$ cat src/rtl/uart_tx_arbiter_if.sv
// Bundle of requester-side and transmitter-side signals for uart_tx_arbiter.
// slave: the arbiter's view. master: the producers' and transmitter's view (testbench).
// req_data packs requester i's byte at [8i+7:8i].
interface uart_tx_arbiter_if #(
  parameter int NUM_REQ = 4,
  parameter int ID_W    = 2
);
  logic [NUM_REQ-1:0]   req_valid;
  logic [8*NUM_REQ-1:0] req_data;
  logic [NUM_REQ-1:0]   req_ready;
  logic                 tx_en;
  logic [7:0]           tx_data;
  logic                 tx_active;
  logic                 tx_data_sent;
  logic                 busy;
  logic                 done;
  logic [ID_W-1:0]      done_id;

  modport slave (
    input  req_valid, req_data, tx_active, tx_data_sent,
    output req_ready, tx_en, tx_data, busy, done, done_id
  );

  modport master (
    output req_valid, req_data, tx_active, tx_data_sent,
    input  req_ready, tx_en, tx_data, busy, done, done_id
  );
endinterface

$ cat src/rtl/uart_tx_arbiter.sv
// Shares one UART transmitter between NUM_REQ byte requesters, one byte per grant.
// Latency: grant registered one edge after req_valid is seen in IDLE; done one edge after tx_data_sent rises.
// Backpressure: req_ready pulses only in IDLE; requesters hold req_valid/req_data until they see it.
// Build option: define UART_TX_ARB_FIXED_PRIO_EN for fixed priority (lowest index wins, no pointer).
module uart_tx_arbiter #(
  parameter int NUM_REQ = 4,
  parameter int ID_W    = 2
) (
  input  logic              clk,
  input  logic              rst_n,
  uart_tx_arbiter_if.slave  bus
);

  typedef enum logic [1:0] {
    IDLE      = 2'd0,
    ISSUE     = 2'd1,
    WAIT_DONE = 2'd2
  } state_t;

  state_t          state_q;
  state_t          state_d;
  logic            sent_q;
  logic            sent_rise;
  logic [ID_W-1:0] win_q;
  logic            grant_vld;
  logic [ID_W-1:0] grant_idx;
  logic            grant;
  logic            issue_ack;
  logic            frame_done;

  // Only a 0->1 transition of the end-of-frame flag counts; a level left over from a prior frame does not.
  assign sent_rise = bus.tx_data_sent & ~sent_q;

`ifdef UART_TX_ARB_FIXED_PRIO_EN
  // Fixed priority: the lowest asserted requester index wins.
  always_comb begin
    grant_vld = 1'b0;
    grant_idx = '0;
    for (int k = 0; k < NUM_REQ; k++) begin
      if (!grant_vld && bus.req_valid[k]) begin
        grant_vld = 1'b1;
        grant_idx = ID_W'(k);
      end
    end
  end
`else
  logic [ID_W-1:0]    ptr_q;
  logic [NUM_REQ-1:0] rot;
  logic [ID_W:0]      sum;

  // Round-robin: rotate the request vector so bit k is requester (ptr+k) mod NUM_REQ; first set bit wins.
  always_comb begin
    grant_vld = 1'b0;
    grant_idx = '0;
    sum       = '0;
    rot       = NUM_REQ'({bus.req_valid, bus.req_valid} >> ptr_q);
    for (int k = 0; k < NUM_REQ; k++) begin
      if (!grant_vld && rot[k]) begin
        grant_vld = 1'b1;
        sum       = {1'b0, ptr_q} + (ID_W+1)'(k);
        if (sum >= (ID_W+1)'(NUM_REQ)) begin
          sum = sum - (ID_W+1)'(NUM_REQ);
        end
        grant_idx = sum[ID_W-1:0];
      end
    end
  end

  // Pointer moves to the slot after the requester whose frame just completed.
  always_ff @(posedge clk or negedge rst_n) begin
    if (!rst_n) begin
      ptr_q <= '0;
    end else if (frame_done) begin
      if (win_q == ID_W'(NUM_REQ - 1)) begin
        ptr_q <= '0;
      end else begin
        ptr_q <= win_q + 1'b1;
      end
    end
  end
`endif

  // State register.
  always_ff @(posedge clk or negedge rst_n) begin
    if (!rst_n) begin
      state_q <= IDLE;
    end else begin
      state_q <= state_d;
    end
  end

  // Next-state and one-cycle control strobes.
  always_comb begin
    state_d    = state_q;
    grant      = 1'b0;
    issue_ack  = 1'b0;
    frame_done = 1'b0;
    case (state_q)
      IDLE: begin
        if (grant_vld) begin
          grant   = 1'b1;
          state_d = ISSUE;
        end
      end
      ISSUE: begin
        // The transmitter samples tx_en only on baud ticks, so hold it until it reports active.
        if (bus.tx_active) begin
          issue_ack = 1'b1;
          state_d   = WAIT_DONE;
        end
      end
      WAIT_DONE: begin
        if (sent_rise) begin
          frame_done = 1'b1;
          state_d    = IDLE;
        end
      end
      default: state_d = IDLE;
    endcase
  end

  // Registered outputs: grant pulse, byte latch, enable, completion report; sent_q tracks the flag every cycle.
  always_ff @(posedge clk or negedge rst_n) begin
    if (!rst_n) begin
      bus.req_ready <= '0;
      bus.tx_en     <= 1'b0;
      bus.tx_data   <= '0;
      bus.busy      <= 1'b0;
      bus.done      <= 1'b0;
      bus.done_id   <= '0;
      win_q         <= '0;
      sent_q        <= 1'b0;
    end else begin
      sent_q        <= bus.tx_data_sent;
      bus.busy      <= (state_d != IDLE);
      bus.req_ready <= '0;
      bus.done      <= 1'b0;
      if (grant) begin
        bus.req_ready <= NUM_REQ'(1) << grant_idx;
        bus.tx_data   <= bus.req_data[8*grant_idx +: 8];
        bus.tx_en     <= 1'b1;
        win_q         <= grant_idx;
      end else if (issue_ack) begin
        bus.tx_en     <= 1'b0;
      end
      if (frame_done) begin
        bus.done      <= 1'b1;
        bus.done_id   <= win_q;
      end
    end
  end

endmodule
$ cat src/flat_wrapper.sv
// flat-port wrapper written by rule: the top's interface ports become plain ports
module uart_tx_arbiter_flat 
#(
  parameter int NUM_REQ = 4,
  parameter int ID_W    = 2
)
  (clk, rst_n, bus_req_valid, bus_req_data, bus_tx_active, bus_tx_data_sent, bus_req_ready, bus_tx_en, bus_tx_data, bus_busy, bus_done, bus_done_id);
  uart_tx_arbiter_if #(.NUM_REQ(NUM_REQ), .ID_W(ID_W)) bus_i ();
  input  logic clk;
  input  logic rst_n;
  input wire logic [$bits(bus_i.req_valid)-1:0] bus_req_valid;
  input wire logic [$bits(bus_i.req_data)-1:0] bus_req_data;
  input wire logic [$bits(bus_i.tx_active)-1:0] bus_tx_active;
  input wire logic [$bits(bus_i.tx_data_sent)-1:0] bus_tx_data_sent;
  output wire logic [$bits(bus_i.req_ready)-1:0] bus_req_ready;
  output wire logic [$bits(bus_i.tx_en)-1:0] bus_tx_en;
  output wire logic [$bits(bus_i.tx_data)-1:0] bus_tx_data;
  output wire logic [$bits(bus_i.busy)-1:0] bus_busy;
  output wire logic [$bits(bus_i.done)-1:0] bus_done;
  output wire logic [$bits(bus_i.done_id)-1:0] bus_done_id;
  assign bus_i.req_valid = bus_req_valid;
  assign bus_i.req_data = bus_req_data;
  assign bus_i.tx_active = bus_tx_active;
  assign bus_i.tx_data_sent = bus_tx_data_sent;
  assign bus_req_ready = bus_i.req_ready;
  assign bus_tx_en = bus_i.tx_en;
  assign bus_tx_data = bus_i.tx_data;
  assign bus_busy = bus_i.busy;
  assign bus_done = bus_i.done;
  assign bus_done_id = bus_i.done_id;
  uart_tx_arbiter #(.NUM_REQ(NUM_REQ), .ID_W(ID_W)) u_core (.clk(clk), .rst_n(rst_n), .bus(bus_i));
endmodule
$ cat config.mk
export PLATFORM = sky130hd
export DESIGN_NAME = uart_tx_arbiter_flat
export DESIGN_NICKNAME = d
export VERILOG_FILES = /design/src/rtl/uart_tx_arbiter_if.sv /design/src/rtl/uart_tx_arbiter.sv /design/src/flat_wrapper.sv
export SDC_FILE = /design/constraint.sdc
export NUM_CORES = 1
export LEC_CHECK = 0
export CORE_MARGIN = 2
export CORE_UTILIZATION = 36
export DETAILED_ROUTE_END_ITERATION = 8
export GPL_TIMING_DRIVEN = 1
export PLACE_DENSITY = 0.85
export SYNTH_ARGS = -nofsm -noshare
export SYNTH_HDL_FRONTEND = slang
export SYNTH_SLANG_ARGS = --single-unit
export TNS_END_PERCENT = 100
$ cat constraint.sdc
create_clock -name clk -period 1.46 [get_ports clk]
set_input_delay 0.219 -clock clk [delete_from_list [all_inputs] [get_ports clk]]
set_output_delay 0.219 -clock clk [all_outputs]
set_load 0.02 [all_outputs]
**Run 1: metal 3**

(8 px per um)
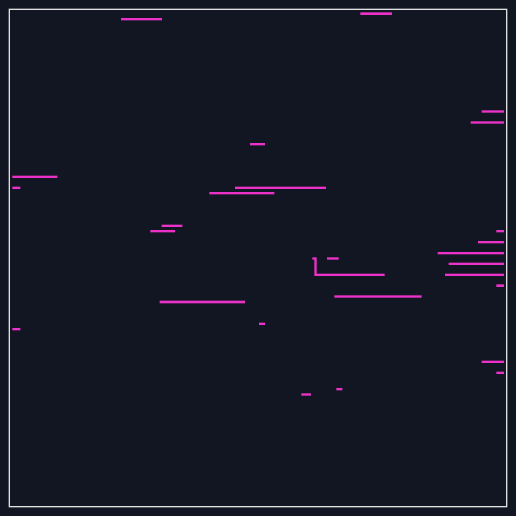
wire length on this layer = 110 um
main direction = horizontal

**Run 1: drive-strength map**

(8 px per um)
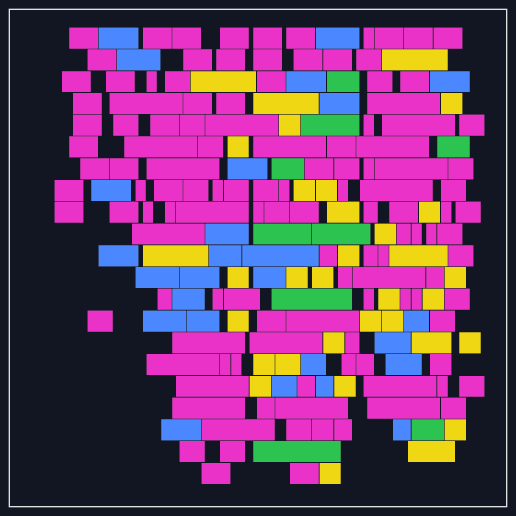
x1 and smaller -> magenta  # cells 124, share 65%
x2 -> blue  # cells 26, share 14%
x3 and x4 -> yellow  # cells 33, share 17%
x6 and larger -> green  # cells 9, share 4.7%

==> results.sh, run 1 <==
# implementation run metrics
export IMPL_instances_no_fill=238
export IMPL_dominantRegCellSynth="sky130_fd_sc_hd__dfrtp_1"
export IMPL_core_area_mm2=0.00328
export IMPL_synth_yosys_warnings=0
export IMPL_place_ws_ns=-0.536
export IMPL_root_buffer="sky130_fd_sc_hd__clkbuf_4"
export IMPL_num_vias=1221
export IMPL_seq_power_share_pct=26.5
export IMPL_hpwl_um=2520
export IMPL_postLayoutCoreUtil_pct=68.6
export IMPL_route_final_wire_length_um=4220
export IMPL_logic_gate_count=75
export IMPL_number_of_enable_flip_flop_cells=0
export IMPL_clock_tree_area_fraction_pct=2.33
export IMPL_area_growth_pct=86.0
export IMPL_failed_checks="setup timing"
export IMPL_area_combinational_um2=701
export IMPL_fin_ws_ns=-0.155
export IMPL_setup_viol=8
export IMPL_grt_ovfl_total=0
export IMPL_worstHoldPathType="primary input to asynchronous set/reset pin"
export IMPL_stage_log_warnings=28
export IMPL_clock_buffers=3
export IMPL_power_static_leakage_uw=0.00103
export IMPL_gp_weighted_congestion=0.775
export IMPL_first_iter_violations=61
export IMPL_run_status="finished, violations left"
export IMPL_numPlacedInstances=222
export IMPL_comb_cell_share_pct=31.1
export IMPL_switching_share_pct=38.5
export IMPL_layout_area_top_class="non-clock buffers"
**Run 1: the clock network**

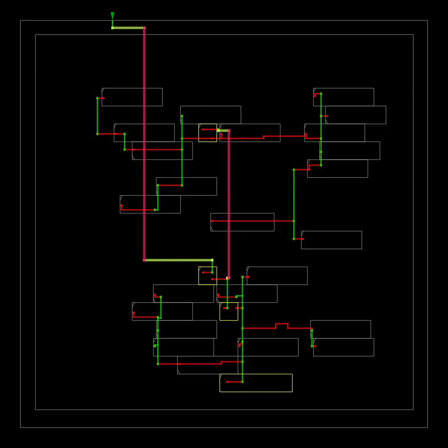
clock latency at the later pin of the worst-skew pair: 0.33 ns
Sink Count: 24
power dissipated in the clock network: 483 uW
Post-Route Skew: 0.0193 ns
number of sequential storage elements: 24

-- run 1: repair_timing --
| action | CTS | global route |
|---|---|---|
| endpoints found under the hold margin | 0 | 0 |
| cloned | 1 | 0 |
| endpoints found under the setup margin | 30 | 16 |
| hold buffers | 0 | 0 |
| pin swaps | 8 | 3 |
| gates resized | 40 | 20 |
| buffers inserted | 8 | 3 |
-- run 1: cell usage after synthesis (2+ instances only) --
library cell | n | area share (%)
sky130_fd_sc_hd__dfrtp_1 | 24 | 50
sky130_fd_sc_hd__mux2i_1 | 16 | 13
sky130_fd_sc_hd__nand2_1 | 12 | 3.7
sky130_fd_sc_hd__o221ai_1 | 8 | 5.8
sky130_fd_sc_hd__nor2_1 | 7 | 2.2
sky130_fd_sc_hd__nor2b_1 | 5 | 2.6
sky130_fd_sc_hd__a21oi_1 | 4 | 1.7
sky130_fd_sc_hd__inv_1 | 4 | 1.2
sky130_fd_sc_hd__mux2_2 | 4 | 3.7
sky130_fd_sc_hd__o21ai_0 | 4 | 1.7
sky130_fd_sc_hd__buf_2 | 2 | 0.83
sky130_fd_sc_hd__buf_6 | 2 | 1.9
sky130_fd_sc_hd__nand2b_1 | 2 | 1.0
sky130_fd_sc_hd__o22ai_1 | 2 | 1.0
-- run 1: worst max path at each step --
stage                                                    to                         from  cells after the start
after floorplan           u_core.bus.tx_data[0]$_DFFE_PN0P_  u_core.ptr_q[0]$_DFFE_PN0P_                      7
after global placement    u_core.bus.tx_data[4]$_DFFE_PN0P_             bus_req_valid[0]                      7
after detailed placement  u_core.bus.tx_data[1]$_DFFE_PN0P_             bus_req_valid[1]                      7
after CTS                 u_core.bus.tx_data[1]$_DFFE_PN0P_  u_core.ptr_q[0]$_DFFE_PN0P_                      6
after global routing      u_core.bus.tx_data[3]$_DFFE_PN0P_  u_core.ptr_q[0]$_DFFE_PN0P_                      6
final                     u_core.bus.tx_data[3]$_DFFE_PN0P_  u_core.ptr_q[0]$_DFFE_PN0P_                      6
-- run 1: critical path: stages (launching register included) --
cell and delay, ns:
sky130_fd_sc_hd__dfrtp_2 0.48, sky130_fd_sc_hd__nor2b_4 0.13, sky130_fd_sc_hd__a21oi_2 0.05, sky130_fd_sc_hd__o2bb2a_4 0.27, sky130_fd_sc_hd__buf_6 0.14, sky130_fd_sc_hd__mux2i_2 0.27, sky130_fd_sc_hd__o221ai_1 0.16
-- run 1: power groups by stage --
stage / Sequential [uW] / Combinational [uW] / Clock, uW
2_1_floorplan: 1340 / 906 / 0
3_3_place_gp: 1090 / 1940 / 0
3_5_place_dp: 1110 / 2000 / 0
4_1_cts: 1090 / 2310 / 480
5_1_grt: 1140 / 2750 / 507
6_report: 1110 / 2600 / 483
-- run 1: cell families (layout without fill, tap and decap cells) --
kind of cell	after synthesis	after routing	synth area share (%)
AND/OR/NAND/NOR	31	31	12.5
flip-flops	24	24	49.6
multiplexers	20	20	16.9
adder cells (fa/ha/maj)	1	1	1.03
AND-OR/OR-AND	23	23	14.5
buffers and inverters	10	93	5.47
-- run 1: layer usage --
metal	wire length, um	up-vias	GRT usage (%)
met1	1570	617	26.2
li1	-	560	-
met3	110	6	1.66
met2	2460	38	38.7
met5	0	-	0
met4	74	0	9.73
**Run 1: sequential cells coloured by netlist name**

(6 px per um) Other sequential cells in the stronger grey, the rest of the logic in the fainter grey.
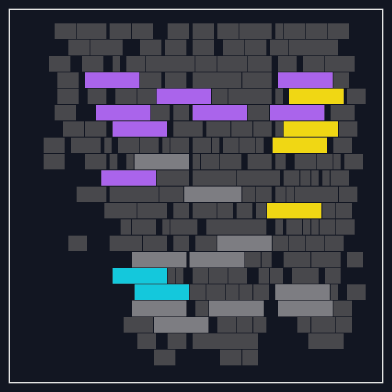

==> inputs of run 2 (changes only) <==
CAP_MARGIN = 20   (was not set)
CORE_MARGIN = not set   (was 2)
HOLD_SLACK_MARGIN = 0.15   (was not set)
**Run 2: sequential cells coloured by netlist name**

(6 px per um) Other sequential cells in the stronger grey, the rest of the logic in the fainter grey.
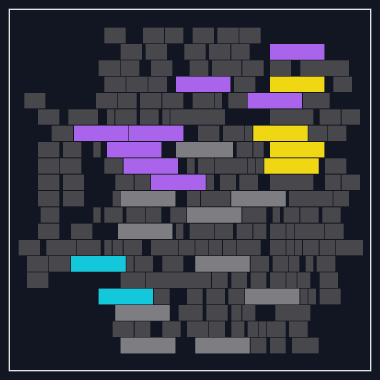
u_core.bus.req_ready -> yellow  # sequential cells 4
u_core.bus.tx_data -> purple  # sequential cells 8
u_core.bus.done_id -> cyan  # sequential cells 2
not coloured = 10

**Run 2: metal 3**

(8 px per um)
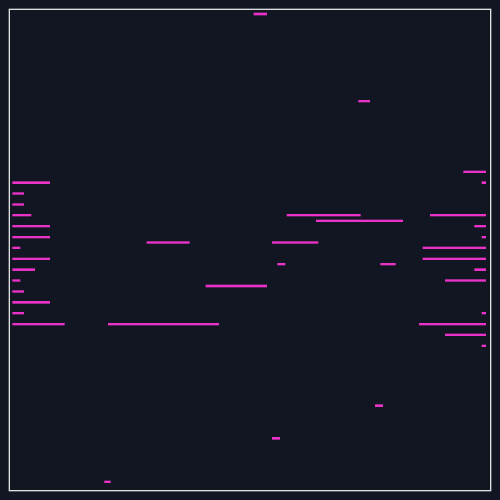
main direction = horizontal
wire length on this layer = 141 um
share of all routed wire = 3.8%
nets with wire on the layer = 36
longest straight run = 13.6 um

==> results.sh, run 2 <==
# implementation run metrics
export IMPL_max_flop_register="u_core.bus.tx_data"
export IMPL_post_synth_top_area_cell="sky130_fd_sc_hd__dfrtp_1"
export IMPL_dominantRegCellSynth="sky130_fd_sc_hd__dfrtp_1"
export IMPL_failed_checks="setup timing"
export IMPL_top_layer_used="met4"
export IMPL_numPlacedInstances=220
export IMPL_critical_path_top_delay_family="AND-OR/OR-AND gates"
export IMPL_timing_clock_skew_ns=0.00874
export IMPL_worst_skew_pair_late_latency_ns=0.31
export IMPL_worst_path_buf_inv=1
export IMPL_power_static_leakage_uw=0.00102
export IMPL_gp_weighted_congestion=0.756
export IMPL_hpwl_um=2510
export IMPL_area_growth_pct=75.6
export IMPL_netlist_top_cell_by_instances="sky130_fd_sc_hd__dfrtp_1"
export IMPL_first_iter_violations=42
export IMPL_dr_wl_met2_um=2070
export IMPL_fin_ws_ns=-0.0770
export IMPL_run_status="finished, violations left"
export IMPL_grt_ovfl_total=0
export IMPL_core_area_mm2=0.00313
export IMPL_cts_sinks=24
export IMPL_num_vias=1191
export IMPL_worst_path_max_delay_cell="sky130_fd_sc_hd__dfrtp_2"
export IMPL_instances_no_fill=233
export IMPL_setup_viol=8
export IMPL_routed_wl_met3_um=141
export IMPL_place_ws_ns=-0.547
export IMPL_route_final_wire_length_um=3700
export IMPL_cp_slowest_stage_delay_ns=0.48
export IMPL_cp_cell_sequence="o22ai_2, o2bb2a_4, buf_12, mux2i_1, o221ai_1"
export IMPL_synth_yosys_warnings=0
export IMPL_worstHoldPathType="primary input to asynchronous set/reset pin"
export IMPL_root_buffer="sky130_fd_sc_hd__clkbuf_4"
export IMPL_number_of_cell_rows=20
export IMPL_top_cell_area_share_pct=49.6
export IMPL_number_of_enable_flip_flop_cells=0
==> run 2: kinds of logic after synthesis <==
| group | share of synthesized area (%) |
|---|---|
| DFF | 49.6 |
| and+or+nand+nor | 12.5 |
| muxes | 16.9 |
| AOI/OAI and AO/OA | 14.5 |
| adders and majority gates | 1.03 |
| buffers and inverters | 5.47 |
==> run 2: where the power goes <==
part / total, uW / switching [uW] / internal, uW
Combinational: 2240 / 1080 / 1160
Clock: 471 / 194 / 277
Sequential: 1130 / 191 / 940
==> run 2: layout make-up <==
class / instances / area [um2] / area share [%]
repair buffers: 81 / 759 / 35.7
inverters: 4 / 15.0 / 0.706
clock buffers: 3 / 22.5 / 1.06
clock inverters: 1 / 30.0 / 1.41
well taps: 44 / 55.1 / 2.59
multi-input cells: 76 / 643 / 30.2
flip-flops and latches: 24 / 602 / 28.3
==> run 2: routing by layer <==
layer / vias to the layer above / GRT usage (%)
li1: 554 / -
met1: 583 / 22.0
met4: 0 / 8.31
met5: - / 0
met3: 8 / 2.16
met2: 46 / 39.2
==> run 2: path summary, 6_finish.rpt <==
check,from,to,slack (ns),cells past startpoint
max,u_core.ptr_q[0]$_DFFE_PN0P_,u_core.bus.tx_data[5]$_DFFE_PN0P_,-0.08,5
min,rst_n,u_core.bus.tx_data[2]$_DFFE_PN0P_,0.24,2
max reg2reg,u_core.ptr_q[0]$_DFFE_PN0P_,u_core.bus.tx_data[5]$_DFFE_PN0P_,-0.08,5
min reg2reg,u_core.bus.tx_data[0]$_DFFE_PN0P_,u_core.bus.tx_data[0]$_DFFE_PN0P_,0.51,2
max in group asynchronous,rst_n,u_core.ptr_q[0]$_DFFE_PN0P_,0.97,2
min in group clk,bus_tx_data_sent,u_core.sent_q$_DFF_PN0_,0.42,1
==> run 2: worst register-to-register path: cells and delay by family (launching register included) <==
family | cells | cell delay (ns)
AND-OR/OR-AND | 3 | 0.59
flip-flops | 1 | 0.48
buffers and inverters | 1 | 0.14
multiplexers | 1 | 0.21
==> run 2: repair_timing <==
| item | in CTS | in global routing |
|---|---|---|
| pin swaps | 3 | 4 |
| setup endpoints to repair | 31 | 13 |
| cloned | 1 | 1 |
| resized | 33 | 9 |
| setup buffers | 5 | 2 |
| endpoints found under the hold margin | 0 | 0 |
==> run 2: per-stage QoR <==
step / power, uW / TNS [ns] / utilization (%)
6_report: 3840 / -0.407 / 68.0
4_1_cts: 3660 / -0.227 / 65.6
3_5_place_dp: 3060 / -7.77 / 60.9
5_1_grt: 4050 / -0.852 / 68.0
3_3_place_gp: 2960 / -6.54 / 60.9
2_1_floorplan: 2250 / 0 / -
==> inputs of run 3 (changes only) <==
CAP_MARGIN = 30   (was 20)
**Run 3: signal metal coverage by tile**

(6 px per um) The die is cut into 12 by 12 equal tiles; black is low, pale yellow is high, scaled to the fullest tile. Values are wire area over tile area, all layers added.
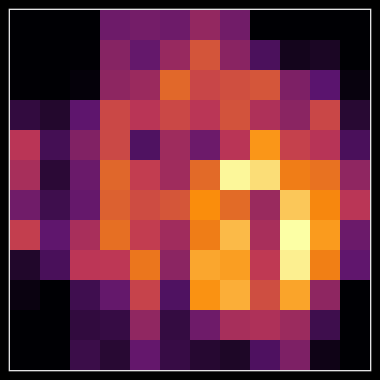
fullest tile = 0.44
nearly empty tiles = 15%
tiles over half the peak = 31%
mean over tiles = 0.16

==> results.sh, run 3 <==
# implementation run metrics
export IMPL_run_status="finished, violations left"
export IMPL_failed_checks="setup timing"
export IMPL_area_growth_pct=75.6
export IMPL_cellInternalPower_uw=2380
export IMPL_netlist_top_cell_by_instances="sky130_fd_sc_hd__dfrtp_1"
export IMPL_total_switching_power_uw=1460
export IMPL_topCellsByArea="sky130_fd_sc_hd__dfrtp_1 50%, sky130_fd_sc_hd__mux2i_1 13%, sky130_fd_sc_hd__o221ai_1 5.8%, sky130_fd_sc_hd__mux2_2 3.7%, sky130_fd_sc_hd__nand2_1 3.7%"
export IMPL_area_combinational_um2=643
export IMPL_synth_top_cells_by_count="24 x sky130_fd_sc_hd__dfrtp_1, 16 x sky130_fd_sc_hd__mux2i_1, 12 x sky130_fd_sc_hd__nand2_1, 8 x sky130_fd_sc_hd__o221ai_1, 7 x sky130_fd_sc_hd__nor2_1"
export IMPL_number_of_enable_flip_flop_cells=0
export IMPL_grt_ovfl_total=0
export IMPL_max_flop_register="u_core.bus.tx_data"
export IMPL_core_area_mm2=0.00313
export IMPL_gp_weighted_congestion=0.756
export IMPL_cp_cell_sequence="o22ai_2, o2bb2a_4, buf_12, mux2i_1, o221ai_1"
export IMPL_synth_yosys_warnings=0
export IMPL_pwr_share_clk_pct=12.3
export IMPL_seq_power_share_pct=29.4
export IMPL_post_synth_top_area_cell="sky130_fd_sc_hd__dfrtp_1"
export IMPL_setup_viol=8
export IMPL_critical_path_top_delay_family="AND-OR/OR-AND gates"
export IMPL_switching_share_pct=38.1
export IMPL_cp_slowest_stage_delay_ns=0.48
export IMPL_worstHoldPathType="primary input to asynchronous set/reset pin"
export IMPL_first_iter_violations=42
export IMPL_num_vias=1191
export IMPL_fin_ws_ns=-0.0770
export IMPL_worst_path_buf_inv=1
export IMPL_hpwl_um=2510
export IMPL_cts_sinks=24
export IMPL_root_buffer="sky130_fd_sc_hd__clkbuf_4"
**Run 3: the clock network**

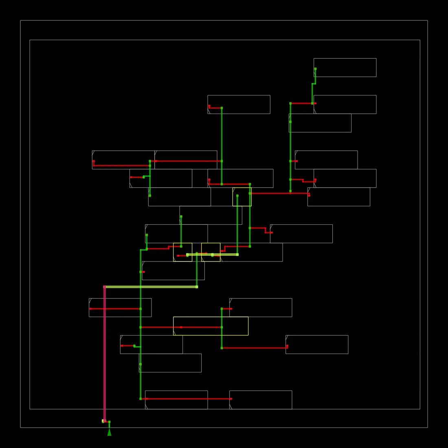
power dissipated in the clock network: 471 uW
clock latency at the later pin of the worst-skew pair: 0.31 ns
CTS buffer count: 3
CLK BUF: 3
Post-Route Skew: 0.00874 ns

run 3: area by class of cell:
cell class / instances / area share (%)
flip-flops and latches: 24 / 28.3
clock inverters: 1 / 1.41
well taps: 44 / 2.59
repair buffers: 81 / 35.7
clock buffers: 3 / 1.06
multi-input cells: 76 / 30.2
inverters: 4 / 0.706
run 3: metal layers:
metal  wire length (um)  share of wire [%]  GRT usage, %  vias up
met5                  0                  0             0        -
met4                 73                2.0          8.31        0
met3                141                3.8          2.16        8
met2               2070                 56          39.2       46
met1               1420                 38          22.0      583
li1                   -                  -             -      554
run 3: kinds of logic after synthesis:
| kind of cell | after synthesis | synth area share [%] |
|---|---|---|
| adder cells (fa/ha/maj) | 1 | 1.03 |
| flip-flops | 24 | 49.6 |
| buffers and inverters | 10 | 5.47 |
| AND/OR/NAND/NOR | 31 | 12.5 |
| multiplexers | 20 | 16.9 |
| AND-OR/OR-AND | 23 | 14.5 |
run 3: what timing repair did:
action / in CTS / in global routing
setup endpoints to repair: 31 / 13
hold buffers: 0 / 0
cloned: 1 / 1
setup buffers: 5 / 2
pin swaps: 3 / 4
gates resized: 33 / 9
run 3: worst paths after layout:
check,start,endpoint,slack (ns),cells after the start
max in group asynchronous,rst_n,u_core.ptr_q[0]$_DFFE_PN0P_,0.97,2
setup reg to reg,u_core.ptr_q[0]$_DFFE_PN0P_,u_core.bus.tx_data[5]$_DFFE_PN0P_,-0.08,5
setup / recovery,u_core.ptr_q[0]$_DFFE_PN0P_,u_core.bus.tx_data[5]$_DFFE_PN0P_,-0.08,5
min in group clk,bus_tx_data_sent,u_core.sent_q$_DFF_PN0_,0.42,1
hold reg to reg,u_core.bus.tx_data[0]$_DFFE_PN0P_,u_core.bus.tx_data[0]$_DFFE_PN0P_,0.51,2
hold / removal,rst_n,u_core.bus.tx_data[2]$_DFFE_PN0P_,0.24,2
run 3: through the flow:
stage | instances | cell area [um2] | setup slack (ns) | total power [uW] | TNS, ns
3_3_place_gp | 220 | 1910 | -0.463 | 2960 | -6.54
3_5_place_dp | 220 | 1910 | -0.547 | 3060 | -7.77
6_report | 233 | 2130 | -0.0770 | 3840 | -0.407
5_1_grt | 233 | 2130 | -0.118 | 4050 | -0.852
4_1_cts | 230 | 2050 | -0.0451 | 3660 | -0.227
2_1_floorplan | 109 | 1220 | 0.00443 | 2250 | 0
run 3: worst reg2reg max path: cells and delay by family (launching register included):
family,cells,cell delay (ns)
multiplexers,1,0.21
buffers and inverters,1,0.14
AND-OR/OR-AND,3,0.59
flip-flops,1,0.48
run 3: power groups by stage:
stage          clock (uW)  combinational, uW  sequential [uW]
2_1_floorplan           0                906             1340
3_3_place_gp            0               1840             1120
3_5_place_dp            0               1930             1140
4_1_cts               483               2060             1120
5_1_grt               505               2380             1160
6_report              471               2240             1130
Power figures rest on the tool's default switching activity, not on a simulated workload.
